==> run_1/pinout.png <==
Pins as bars across the die edge, other pins in gray.
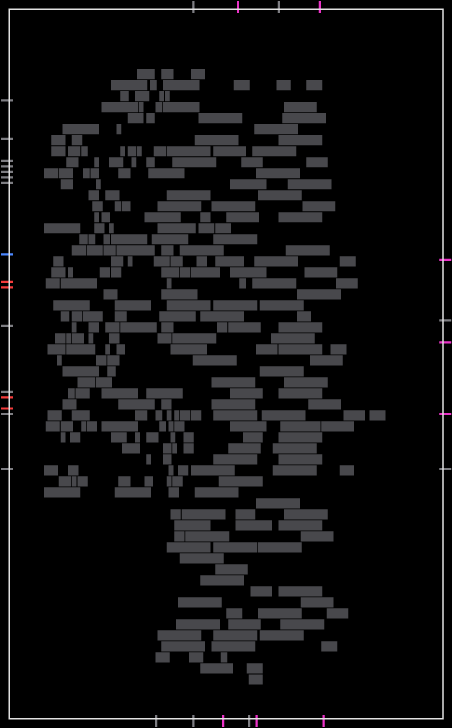
==> run_1/layers.png <==
Only two layers are drawn.
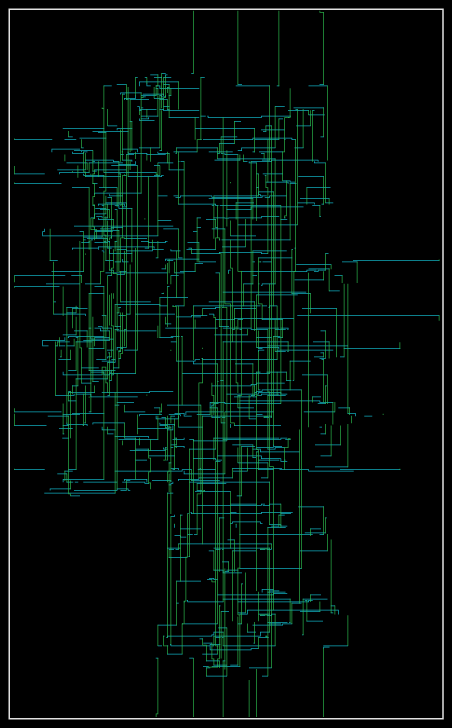
==> run_1/gates.png <==
Bar = 20 microns.
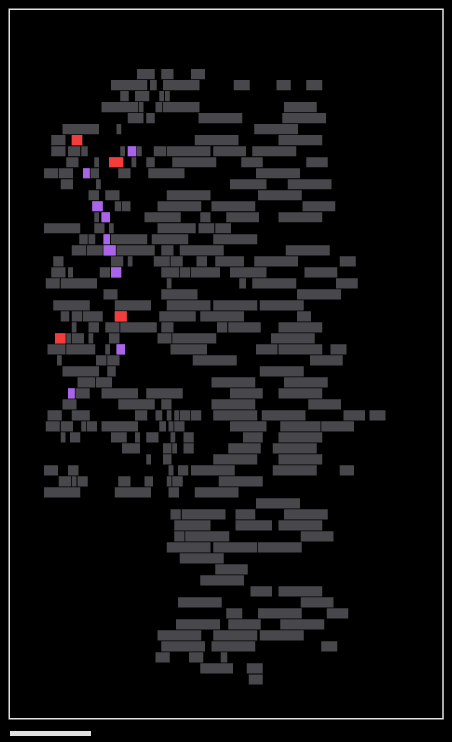
[src/rtl/ft_pkg.sv]
// FT245-style synchronous FIFO interface: shared types and constants.
// Holds the transmit FSM state type and the FT bus byte width.
package ft_pkg;

  localparam int FT_DATA_W = 8;

  typedef enum logic [2:0] {
    IDLE,
    REQ,
    TURN,
    WRITE,
    SIWU,
    RELEASE
  } ft_tx_state_t;

endpackage

[src/rtl/byte_fifo.sv]
// Register-array byte FIFO with combinational head read.
// Ports: clk, rst (async, high), push_i/data_i, pop_i, head_o, level_o.
module byte_fifo
  import ft_pkg::*;
#(
  parameter int DEPTH = 8
) (
  input  logic                   clk,
  input  logic                   rst,
  input  logic                   push_i,
  input  logic [FT_DATA_W-1:0]   data_i,
  input  logic                   pop_i,
  output logic [FT_DATA_W-1:0]   head_o,
  output logic [$clog2(DEPTH):0] level_o
);

  localparam int AW = $clog2(DEPTH);

  logic [FT_DATA_W-1:0] mem_q [DEPTH];
  logic [AW-1:0]        wr_q, wr_d;
  logic [AW-1:0]        rd_q, rd_d;
  logic [AW:0]          level_q, level_d;

  // Pointers wrap naturally because DEPTH is a power of two.
  always_comb begin
    wr_d    = push_i ? wr_q + AW'(1) : wr_q;
    rd_d    = pop_i  ? rd_q + AW'(1) : rd_q;
    level_d = level_q + (AW+1)'(push_i) - (AW+1)'(pop_i);
  end

  always_ff @(posedge clk or posedge rst) begin
    if (rst) begin
      wr_q    <= '0;
      rd_q    <= '0;
      level_q <= '0;
    end else begin
      wr_q    <= wr_d;
      rd_q    <= rd_d;
      level_q <= level_d;
    end
  end

  // Storage needs no reset: level_q gates visibility.
  always_ff @(posedge clk) begin
    if (push_i) mem_q[wr_q] <= data_i;
  end

  assign head_o  = mem_q[rd_q];
  assign level_o = level_q;

endmodule

[src/rtl/ft_sync_tx.sv]
// FT synchronous-FIFO transmit engine: buffers bytes, arbitrates for
// the shared ft_data bus, strobes ft_wrn per byte, optional SIWU.
// Ports: clk, rst, s_data/s_valid/s_ready, flush, bus_req/bus_gnt,
// ft_txen, ft_wrn, ft_siwu, ft_data_out, ft_data_oe, fifo_level.
module ft_sync_tx
  import ft_pkg::*;
#(
  parameter int DEPTH     = 8,
  parameter int MAX_STALL = 16
) (
  input  logic                   clk,
  input  logic                   rst,
  input  logic [FT_DATA_W-1:0]   s_data,
  input  logic                   s_valid,
  output logic                   s_ready,
  input  logic                   flush,
  output logic                   bus_req,
  input  logic                   bus_gnt,
  input  logic                   ft_txen,
  output logic                   ft_wrn,
  output logic                   ft_siwu,
  output logic [FT_DATA_W-1:0]   ft_data_out,
  output logic                   ft_data_oe,
  output logic [$clog2(DEPTH):0] fifo_level
);

  localparam int LW = $clog2(DEPTH) + 1;
  localparam int SW = $clog2(MAX_STALL + 1);

  ft_tx_state_t  state_q, state_d;
  logic          wrn_q, wrn_d;
  logic          flush_q, flush_d;
  logic [SW-1:0] stall_q, stall_d;

  logic          push, pop, remain;
  logic [LW-1:0] lvl_nxt;

  assign s_ready = fifo_level < LW'(DEPTH);
  assign push    = s_valid & s_ready;
  // The chip takes a byte exactly when the strobe meets room.
  assign pop     = ~wrn_q & ~ft_txen;
  assign lvl_nxt = fifo_level + LW'(push) - LW'(pop);
  assign remain  = lvl_nxt != '0;
  assign ft_wrn  = wrn_q;

  byte_fifo #(
    .DEPTH(DEPTH)
  ) u_fifo (
    .clk    (clk),
    .rst    (rst),
    .push_i (push),
    .data_i (s_data),
    .pop_i  (pop),
    .head_o (ft_data_out),
    .level_o(fifo_level)
  );

  always_comb begin
    state_d    = state_q;
    wrn_d      = 1'b1;
    stall_d    = '0;
    flush_d    = flush_q | flush;
    bus_req    = 1'b0;
    ft_data_oe = 1'b0;
    ft_siwu    = 1'b1;
    unique case (state_q)
      IDLE: begin
        if (fifo_level != '0 || flush_q) state_d = REQ;
      end
      REQ: begin
        bus_req = 1'b1;
        if (bus_gnt) state_d = TURN;
      end
      TURN: begin
        bus_req    = 1'b1;
        ft_data_oe = 1'b1;
        if (!bus_gnt) begin
          state_d = IDLE;
        end else begin
          state_d = WRITE;
          wrn_d   = ~remain;
        end
      end
      WRITE: begin
        bus_req    = 1'b1;
        ft_data_oe = 1'b1;
        stall_d    = ft_txen ? stall_q + SW'(1) : '0;
        if (!bus_gnt) begin
          state_d = IDLE;
        end else if (!remain) begin
          state_d = flush_q ? SIWU : RELEASE;
        end else if (stall_d == SW'(MAX_STALL)) begin
          state_d = RELEASE;
        end else begin
          wrn_d = 1'b0;
        end
      end
      SIWU: begin
        bus_req    = 1'b1;
        ft_data_oe = 1'b1;
        ft_siwu    = 1'b0;
        if (!bus_gnt) begin
          state_d = IDLE;
        end else begin
          state_d = RELEASE;
          flush_d = flush;
        end
      end
      RELEASE: begin
        state_d = IDLE;
      end
      default: begin
        state_d = IDLE;
      end
    endcase
  end

  always_ff @(posedge clk or posedge rst) begin
    if (rst) begin
      state_q <= IDLE;
      wrn_q   <= 1'b1;
      flush_q <= 1'b0;
      stall_q <= '0;
    end else begin
      state_q <= state_d;
      wrn_q   <= wrn_d;
      flush_q <= flush_d;
      stall_q <= stall_d;
    end
  end

endmodule

[config.mk]
export PLATFORM = sky130hd
export DESIGN_NAME = ft_sync_tx
export DESIGN_NICKNAME = d
export VERILOG_FILES = /design/src/rtl/ft_pkg.sv /design/src/rtl/byte_fifo.sv /design/src/rtl/ft_sync_tx.sv
export SDC_FILE = /design/constraint.sdc
export NUM_CORES = 1
export LEC_CHECK = 0
export CAP_MARGIN = 20
export CORE_ASPECT_RATIO = 1.75
export CORE_MARGIN = 8
export CORE_UTILIZATION = 25
export DETAILED_ROUTE_END_ITERATION = 16
export PLACE_DENSITY = 0.43
export SETUP_SLACK_MARGIN = 0.1
export SYNTH_ARGS = -nofsm -noshare
export SYNTH_HDL_FRONTEND = slang
export SYNTH_SLANG_ARGS = --single-unit
[constraint.sdc]
create_clock -name clk -period 2.6 [get_ports clk]
set_clock_uncertainty 0.2 [all_clocks]
set_input_delay 0.52 -clock clk [delete_from_list [all_inputs] [get_ports clk]]
set_output_delay 0.52 -clock clk [all_outputs]
set_load 0.01 [all_outputs]
==> results_dict.tcl, run 1 <==
# flow metrics
set metrics [dict create \
    outcome "finished, final reports clean" \
    r2r_cells 10 \
    comb_area_sq_um 1100 \
    yosys_warnings 0 \
    whs_ns 0.273 \
    path_depth 5 \
    setup_viol 0 \
    end_kind "output port" \
    final_common_cell "edfxtp_1" \
    sh_seq_area_pct 51.5 \
    port_buffers 30 \
    crit_buf_inv 3 \
    syn_avg_cell_area_sq_um 17.2 \
    power.total_mw 5.47 \
    p_leak_nw 1.73 \
    layout.cells.non_filler 459 \
    crit_end "ft_data_out[3]" \
    fp_nets 233 \
    vias 1959 \
    hold_depth 1 \
    ys.flop_type "edfxtp_1" \
    die_height_microns 175 \
    dp.cells 437 \
    via_per_inst 4.27 \
    common_cells "edfxtp_1 (64), dfrtp_1 (19), mux4_1 (16), inv_1 (13), nor2_1 (12)" \
    largest_area_cell "edfxtp_1" \
    final_util_pct 33.1 \
    highest_layer "met4" \
    grt_pass1_wl_mm 12.4 \
    drc_errors 0 \
    ant_nets 0 \
    tightest_slew_ns 0.375 \
    sequentialPower_mw 1.84 \
    min_to "u_fifo.rd_q[2]$_DFFE_PP0P_" \
    yosysMostFrequentCell "edfxtp_1" \
    regMostFlops "u_fifo.mem_q" \
    p_clk_share_pct 23.7 \
    drtIter0Drc 77 \
    warnings 29 \
    numCtsBuffers 9 \
    comb_cells 105 \
    criticalPathCategory "reg -> out" \
    io_pins 31 \
    clockBufferCount 11 \
    globalplace.congestion 0.749 \
    grtUsageMet2_pct 16.3 \
    mux_share_pct 15.6 \
    synthAoiAreaFrac_pct 2.53 \
    async_flop_share_pct 23.8 \
    p_sw_share_pct 30.2 \
    p_int_mw 3.82 \
    dp_slack_ns -0.560 \
    relSlewSlack_pct 74.9 \
    top_logic_kind "multiplexers" \
    ctsHoldBuffers 0 \
    fill_cells 1451 \
    seq_area_sq_um 2420 \
    path_cells "buf_4 > buf_12 > mux4_2 > mux2_2 > buf_2" \
    syn2layout_area_growth_pct 30.4 \
    track_usage_pct 8.99 \
    worst-endpoint-arrival_ns 1.87 \
    num_tap_cells 180 \
    use_met3_pct 2.47 \
    dr_wl_met3_microns 295 \
    top_cell_area_share_pct 53.2 \
    antenna-diode-count 0 \
    clk_latency_ns 0.33 \
    holdCritStartpoint "u_fifo.rd_q[2]$_DFFE_PP0P_" \
    cts_max_level 3 \
    cts_setup_buffers 5 \
    comb-power_mw 2.34 \
    die_w_microns 107 \
    largest_reg_flops 64 \
    numSynthFlops 84 \
    startpoint "u_fifo.rd_q[0]$_DFFE_PP0P_" \
    slew_viol_final 0 \
    final_nets 297 \
    comb_area_share_pct 23.4 \
    final.setup.tns_ns 0 \
    setup_ws_ns 0.00627 \
    synth_cell_types 37 \
    rr_endpoint "state_q[1]$_DFFE_PP0P_" \
    placed_area_sq_um 4310 \
    p_sw_mw 1.65 \
    cts_tree "done" \
    drv_cap 0 \
    clk_share_pct 6.65 \
    cts_sinks 84 \
    cp.required_ns 1.88 \
    cts-root-buf "clkbuf_16" \
    wl_met2_mm 4.30 \
    wl_per_cell_microns 17.2 \
    yosysCellCount 210 \
    grt_pass1_vias 2239 \
    dp_hpwl_mm 5.30 \
    ctsLongestPathBuffers 2 \
    dominant_cells "sequential cells" \
    ys_seq_share_pct 67.1 \
    slowest_delay_ns 0.49 \
    inverters 13 \
    grt_antenna_before_repair 0 \
    ys_sh_xor_pct 2.43 \
    simple_gate_area_share_pct 6.10 \
    grt.met1_usage_pct 9.29 \
    syn-instance-count 210 \
    grt_max_degree 21 \
    critical-path-top-delay-family "multiplexers" \
    design_area_sq_um 4710 \
    busiest_layer "met2" \
    r2r_start "ft_wrn$_DFF_PP1_" \
    rrSetupSlack_ns 0.05 \
    clk_pin_slew_ns 0.06 \
    num_rows 58 \
    mappedNetlistArea_sq_um 3610 \
    initial_utilization_pct 25.4 \
    cts_resized 74 \
    lay_top_cells "edfxtp_1 (64), buf_4 (25), clkdlybuf4s50_1 (20), dfrtp_1 (18), mux4_2 (16)" \
    chipArea_sq_um 18700 \
]
Notes on pinout.png above:
- ft_wrn: blue (pins 1; direction output; edge left)
- ft_data_out: magenta (pins 8; direction output; edge 3 right, 3 bottom, 2 top)
- fifo_level: red (pins 4; direction output; edge left)
- all pins by edge: 16 left, 6 bottom, 5 right, 4 top

Notes on layers.png above:
- M1: cyan (wire length 3140 microns)
- M2: green (wire length 4300 microns)

Notes on gates.png above:
- aoi and oai cells: purple (cells 9)
- non-inverting ao/oa cells: red (cells 4)

## Run 2: what changed since run 1
--- a/config.mk
+++ b/config.mk
@@ -5,9 +5,8 @@
 export SDC_FILE = /design/constraint.sdc
 export NUM_CORES = 1
 export LEC_CHECK = 0
-export CAP_MARGIN = 20
+export CAP_MARGIN = 0
 export CORE_ASPECT_RATIO = 1.75
-export CORE_MARGIN = 8
 export CORE_UTILIZATION = 25
 export DETAILED_ROUTE_END_ITERATION = 16
 export PLACE_DENSITY = 0.43
==> run_2/clock_nets.png <==
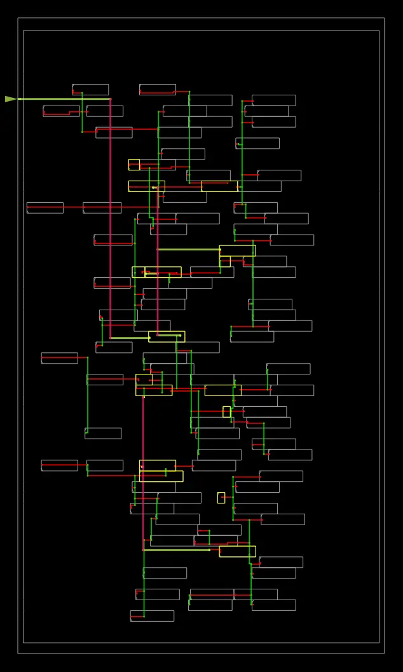
clk_lat worst skew: 0.33 ns
number of CTS-inserted buffers: 9
Clk. pwr: 1.27 mW

==> run 2 against run 1 <==
Against the previous run: the flow now finishes with violations (setup timing); synthesized area stayed put; sequential share of layout area fell by 0.30 points; non-clock buffer count increased by 1; sequential cell count unchanged; register-to-register slack about the same; wire length decreased by 5.6%; synthesized cell count is the same; core utilization up 0.81 points; count of clock-buffer cells in the layout down 2; global-route usage grew 2.2 points; largest cell class unchanged.
==> results_dict.tcl, run 2 <==
# flow metrics
set metrics [dict create \
    outcome "finished, violations left" \
    violations "setup timing" \
    p_int_mw 3.83 \
    grt.overflow.total 0 \
    worst_path_most_repeated_cell "buf_6" \
    worst-endpoint-arrival_ns 1.90 \
    globalplace.congestion 0.724 \
    p_leak_nw 1.75 \
    mappedNetlistArea_sq_um 3610 \
    yosysMostFrequentCell "edfxtp_1" \
    min_to "u_fifo.rd_q[2]$_DFFE_PP0P_" \
    setup_ws_ns -0.0161 \
    mux_share_pct 15.6 \
    edf_count 64 \
    drc_errors 0 \
    p_clk_share_pct 23.1 \
    common_cells "edfxtp_1 (64), dfrtp_1 (19), mux4_1 (16), inv_1 (13), nor2_1 (12)" \
    core_sq_um 14000 \
    criticalPathCategory "reg -> out" \
    p_sw_mw 1.68 \
    seq_area_sq_um 2430 \
    largest_reg_flops 64 \
    synth_cell_types 37 \
    wl_per_cell_microns 16.3 \
    placed_area_sq_um 4310 \
    grt_pass1_vias 2145 \
    track_usage_pct 11.2 \
    top_cell_area_share_pct 53.2 \
    grt_pass1_wl_mm 12.0 \
    numSynthFlops 84 \
    comb-power_mw 2.39 \
    chipArea_sq_um 14900 \
    rr_endpoint "state_q[1]$_DFFE_PP0P_" \
    ys.flop_type "edfxtp_1" \
    rrSetupSlack_ns 0.06 \
    sequentialPower_mw 1.85 \
    ant_nets 0 \
    largest_area_cell "edfxtp_1" \
    clockBufferCount 9 \
    cts_tree "done" \
    power.total_mw 5.51 \
    r2r_start "ft_wrn$_DFF_PP1_" \
    highest_layer "met4" \
    layout.cells.non_filler 457 \
    p_sw_share_pct 30.4 \
    cp.required_ns 1.88 \
    startpoint "u_fifo.rd_q[0]$_DFFE_PP0P_" \
    final_util_pct 33.9 \
    die_height_microns 161 \
    hold_depth 1 \
    dp_slack_ns -0.560 \
    wl_met2_mm 4.21 \
    cts_max_level 3 \
    setup_viol 3 \
    lay_top_cells "edfxtp_1 (64), buf_4 (24), clkdlybuf4s50_1 (20), mux4_2 (16), dfrtp_1 (16)" \
    num_rows 57 \
    critical-path-top-delay-family "multiplexers" \
    cts-root-buf "clkbuf_16" \
    whs_ns 0.278 \
    tightest_slew_ns 0.358 \
    yosys_warnings 0 \
    regMostFlops "u_fifo.mem_q" \
    final.setup.tns_ns -0.0230 \
    syn2layout_area_growth_pct 31.3 \
    path_max_fanout 8 \
    path_depth 5 \
    top_logic_kind "multiplexers" \
    nNonClkBuffers 62 \
    antenna-diode-count 0 \
    slowest_delay_ns 0.51 \
    design_area_sq_um 4740 \
    yosysCellCount 210 \
    clk_share_pct 6.34 \
    vias 1938 \
    top_power_group "combinational cells" \
    drv_cap 0 \
    rsz0062_at_grt "yes" \
    clk_pin_slew_ns 0.07 \
    ctsLongestPathBuffers 2 \
    cts_setup_buffers 5 \
    ctsHoldBuffers 0 \
    use_met3_pct 2.40 \
    relSlewSlack_pct 76.0 \
    inverters 13 \
    grtUsageMet2_pct 20.3 \
    fp_nets 233 \
    simple_gate_area_share_pct 6.10 \
    grt.met1_usage_pct 12.2 \
    sh_seq_area_pct 51.2 \
    first_pass_iters 4 \
    cpMaxStageDelayCell "mux4_2" \
    area_leaders "edfxtp_1 (53%), dfrtp_1 (13%), mux4_1 (12%)" \
    cts_resized 76 \
    end_kind "output port" \
    crit_end "ft_data_out[4]" \
    syn_avg_cell_area_sq_um 17.2 \
    cts_sinks 84 \
    drtIter0Drc 74 \
    final_common_cell "edfxtp_1" \
    dr_wl_met3_microns 211 \
    buf_share_pct 12.8 \
    port_buffers 30 \
    num_tap_cells 177 \
    dp.cells 434 \
    period_used_pct 101 \
    wl_met1_mm 2.89 \
    async_flop_share_pct 23.8 \
    initial_utilization_pct 25.8 \
    syn-instance-count 210 \
    holdCritStartpoint "u_fifo.rd_q[2]$_DFFE_PP0P_" \
    routed_wl_mm 7.47 \
    dp_hpwl_mm 4.99 \
    path_cells "buf_6 > buf_12 > mux4_2 > mux2_2 > buf_6" \
    comb_area_share_pct 23.9 \
    ys_seq_share_pct 67.1 \
    crit_buf_inv 3 \
    ff_count 84 \
    fill_cells 1428 \
    ys_sh_xor_pct 2.43 \
    via_per_inst 4.24 \
    io_pins 31 \
    synthAoiAreaFrac_pct 2.53 \
    slew_viol_final 0 \
    start_kind "flip-flop" \
    comb_cells 105 \
    dominant_cells "sequential cells" \
    r2r_cells 10 \
    comb_area_sq_um 1130 \
    warnings 29 \
    grt_max_degree 21 \
    grt_antenna_before_repair 0 \
    busiest_layer "met2" \
    final_nets 298 \
    die_w_microns 92.9 \
]
==> run_2/ff_map.png <==
Bar = 20 microns.
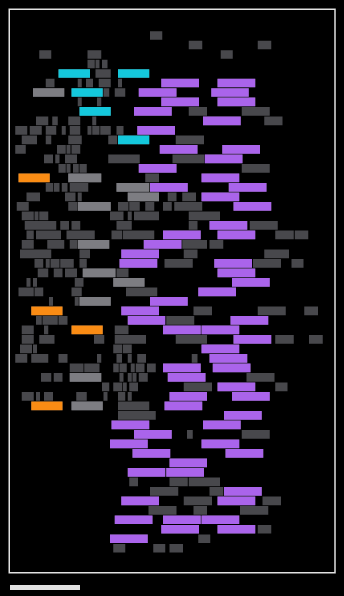
- stall_q: cyan (sequential cells 5; where upper left)
- u_fifo.mem_q: purple (sequential cells 64)
- u_fifo.level_o: orange (sequential cells 4; where middle left)

Power is estimated from default activity; no workload was simulated.
